==> src/rtl/digit_serial_addsub.sv <==
// rtl/digit_serial_addsub.sv - digit-serial adder/subtractor, one DIGIT-bit slice per cycle
//
// Adds or subtracts two WIDTH-bit operands over WIDTH/DIGIT cycles, least
// significant digit first, keeping the inter-digit carry in a register.
// Subtraction is done as A + ~B + ~c_in, so C_out = 1 means "no borrow".
//
// Ports:
//   clk      rising-edge clock
//   rst      asynchronous active-high reset
//   start_i  begin an operation (accepted in IDLE or DONE, ignored in RUN)
//   sub_i    0 = add, 1 = subtract (sampled with start_i)
//   a_i      operand A (sampled with start_i)
//   b_i      operand B (sampled with start_i)
//   c_in     carry-in (add) / borrow-in (subtract), sampled with start_i
//   busy_o   high while digits are being processed
//   done_o   one-cycle pulse, results valid
//   S_o      sum / difference, held until the next completion
//   C_out    carry out of the MSB, held until the next completion
//   ovf_o    signed overflow, held until the next completion

module digit_serial_addsub #(
  parameter int WIDTH = 16,
  parameter int DIGIT = 4
) (
  input  logic             clk,
  input  logic             rst,
  input  logic             start_i,
  input  logic             sub_i,
  input  logic [WIDTH-1:0] a_i,
  input  logic [WIDTH-1:0] b_i,
  input  logic             c_in,
  output logic             busy_o,
  output logic             done_o,
  output logic [WIDTH-1:0] S_o,
  output logic             C_out,
  output logic             ovf_o
);

  localparam int N  = WIDTH / DIGIT;
  localparam int CW = (N > 1) ? $clog2(N) : 1;

  typedef enum logic [1:0] {IDLE, RUN, DONE} state_t;

  state_t           state;
  logic [WIDTH-1:0] a_sr;
  logic [WIDTH-1:0] b_sr;
  logic [WIDTH-1:0] s_sr;
  logic             carry;
  logic [CW-1:0]    cnt;

  logic [DIGIT:0]   dig;
  logic [DIGIT-1:0] dsum;
  logic             dcarry;
  logic             msb_cin;
  logic [WIDTH-1:0] s_next;

  // One DIGIT-bit ripple slice on the low digit of the operand registers.
  assign dig    = {1'b0, a_sr[DIGIT-1:0]} + {1'b0, b_sr[DIGIT-1:0]} + {{DIGIT{1'b0}}, carry};
  assign dsum   = dig[DIGIT-1:0];
  assign dcarry = dig[DIGIT];

  // Carry into the top bit of this digit, recovered from sum = a ^ b ^ cin.
  // On the last digit this is the carry into bit WIDTH-1.
  assign msb_cin = dsum[DIGIT-1] ^ a_sr[DIGIT-1] ^ b_sr[DIGIT-1];

  // New digit enters at the top; after N shifts digit 0 lands at bit 0.
  // Written as shifts so DIGIT == WIDTH needs no special case.
  assign s_next = (s_sr >> DIGIT) | (WIDTH'(dsum) << (WIDTH - DIGIT));

  always_ff @(posedge clk or posedge rst) begin
    if (rst) begin
      state  <= IDLE;
      a_sr   <= '0;
      b_sr   <= '0;
      s_sr   <= '0;
      carry  <= 1'b0;
      cnt    <= '0;
      busy_o <= 1'b0;
      done_o <= 1'b0;
      S_o    <= '0;
      C_out  <= 1'b0;
      ovf_o  <= 1'b0;
    end else begin
      case (state)
        IDLE, DONE: begin
          done_o <= 1'b0;
          if (start_i) begin
            a_sr   <= a_i;
            b_sr   <= sub_i ? ~b_i : b_i;
            carry  <= c_in ^ sub_i;
            cnt    <= '0;
            busy_o <= 1'b1;
            state  <= RUN;
          end else begin
            state <= IDLE;
          end
        end
        RUN: begin
          a_sr  <= a_sr >> DIGIT;
          b_sr  <= b_sr >> DIGIT;
          s_sr  <= s_next;
          carry <= dcarry;
          cnt   <= cnt + 1'b1;
          if (cnt == CW'(N - 1)) begin
            state  <= DONE;
            busy_o <= 1'b0;
            done_o <= 1'b1;
            S_o    <= s_next;
            C_out  <= dcarry;
            ovf_o  <= msb_cin ^ dcarry;
          end
        end
        default: state <= IDLE;
      endcase
    end
  end

endmodule

==> config.mk <==
export PLATFORM = sky130hd
export DESIGN_NAME = digit_serial_addsub
export DESIGN_NICKNAME = d
export VERILOG_FILES = /design/src/rtl/digit_serial_addsub.sv
export SDC_FILE = /design/constraint.sdc
export NUM_CORES = 1
export LEC_CHECK = 0
export CAP_MARGIN = 10
export CORE_MARGIN = 4
export CORE_UTILIZATION = 45
export CTS_BUF_LIST = sky130_fd_sc_hd__clkbuf_16
export CTS_CLUSTER_DIAMETER = 120
export DETAILED_ROUTE_END_ITERATION = 10
export GPL_TIMING_DRIVEN = 0
export MAX_ROUTING_LAYER = met4
export PLACE_DENSITY_LB_ADDON = 0.15
export RECOVER_POWER = 25
export SYNTH_ARGS = -nofsm -noshare
export SYNTH_HDL_FRONTEND = slang
export SYNTH_SLANG_ARGS = --single-unit
==> constraint.sdc <==
create_clock -name clk -period 2.55 [get_ports clk]
set_clock_uncertainty 0.15 [all_clocks]
set_input_delay 0.255 -clock clk [delete_from_list [all_inputs] [get_ports clk]]
set_output_delay 0.255 -clock clk [all_outputs]
set_load 0.005 [all_outputs]
==> deck_impl_summary.md <==
Physical Implementation Snapshot

Outcome
  – Status: finished clean

Worst setup path
  – Critical path's largest stage delay: 0.45 ns
  – Crit Path Max Fanout: 3
  – Top Family by Delay on Critical Path: adder cells
  – Reg-to-reg slack, setup: 0.49 ns
  – Critical path's slowest cell: fa_1
  – Worst r2r path cells: 8
  – Crit Path Category: reg -> reg
  – Arr. time, crit path: 2.12 ns
  – Critical-path cell list: fa_1 -> inv_1 -> fa_1 -> nand2b_1 -> o2bb2ai_1 -> xnor2_1 -> xnor2_1 -> o21ai_1
  – Critical Path Sink Type: flop
  – CP Launch Point: a_sr[0]$_DFFE_PP0P_

Place
  – DPL Wire Length: 4.126 mm
  – Dpl cell area: 0.003664 mm²
  – Dpl cells: 399
  – Final Wtd Congestion: 0.7700

Timing
  – Slew Viols, Final: 0
  – Min cycle time layout: 2.060 ns
  – RSZ-0062 raised after global routing: false
  – Maximum clock rate: 485.4 MHz
  – Cycle use final: 0.8079
  – Final hold violations: 0

Clocking
  – CTS max path bufs: 2
  – Clock-pin slew on the worst setup and hold paths: 0.05 ns
  – Total CTS buffers: 9
  – Hold-fix buffers at CTS: 0
  – Post_cts resized: 0
  – Root Driver: clkbuf_16

Logic synthesis
  – Yosys warning count: 0
  – Ys async rst share: 1.000
  – Fa+ha+maj area frac: 0.02989
  – Ao+oa area frac: 0.1196
  – Top-count cell post-synth: dfrtp_1
  – Area fraction in mux cells: 0.05729
  – Flip-flops with a built-in enable: 0
  – Area leader, netlist: dfrtp_1
  – Xor/xnor share: 0.06393
  – YS chip area: 0.003014 mm²
  – Synth cell count leaders: dfrtp_1 (69), nand2_1 (66), xnor2_1 (19), o21ai_0 (14)

Route
  – 1st-pass router iterations: 4
  – Met1 wire length: 2.834 mm
  – Routed WL: 5.892 mm
  – Wirelength per Cell: 14.20 µm
  – # DRC: 0
  – First DRT Iteration DRCs: 57
  – Via Count: 2096

Cells and area
  – Most numerous logic cell after layout: dfrtp_1
  – Layout cells sized above 1: 0.1183
  – Post-route cell area: 0.003944 mm²
  – Flop share of the area: 0.4378
  – Flops: 69
  – Final clock-cell share: 0.07170
  – Most frequent cells in the layout: dfrtp_1 (69), nand2_1 (66), clkdlybuf4s50_1 (54)
  – Inverter count: 5
  – Inserted Diodes: 0
  – Area taken by flip-flops and latches: 0.001727 mm²
  – Cell Count, Final, Fillers Out: 415
  – Largest registers: S_o: 16 flops, a_sr: 16 flops, b_sr: 16 flops
  – Count of clock buffers in the final design: 9

GRT
  – M3 GR Usage: 0.03339
  – Vias in the first global route: 2037
  – Global route hottest layer: met2
  – Overall Global Routing Usage: 0.1622

Power
  – Comb pwr: 1.99 mW
  – Sequential share of power: 0.376
  – Clock-net power: 1.18 mW
  – Power Total: 5.069 mW
  – Clock power frac: 0.232

Worst hold path
  – Min-delay src: sub_i
  – Min-delay worst type: in -> reg
  – WHS Endpoint: b_sr[9]$_DFFE_PP0P_

Floorplanning
  – Boundary Pins: 57
  – FP Rows: 29
  – TAP cells: 77
  – Chip area: 0.008071 mm²
Fig. 1: cells colored by class
Drawn at 4 px/µm. Fill, decap, tap and diode cells in gray.
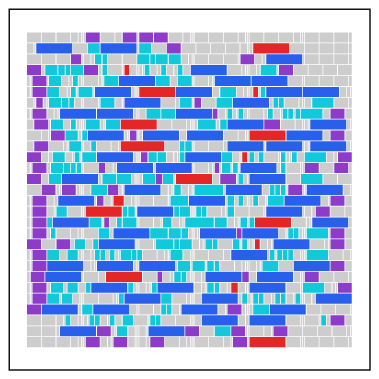
Red stands for clock drivers and dummy loads, cells 16. Blue stands for sequential cells, cells 69. Purple stands for remaining buffers and delay cells, cells 72. Cyan stands for combinational and other logic, cells 181.

Fig. 2: sizing map
Drawn at 4 px/µm.
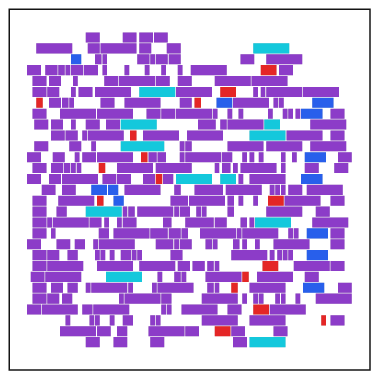
Cyan stands for _6 and larger, cells 12. Red stands for _2 cells, cells 16. Blue stands for _3 and _4 cells, cells 12. Purple stands for _0 and _1 cells, cells 298.

Power and IR drop assume default switching activity.
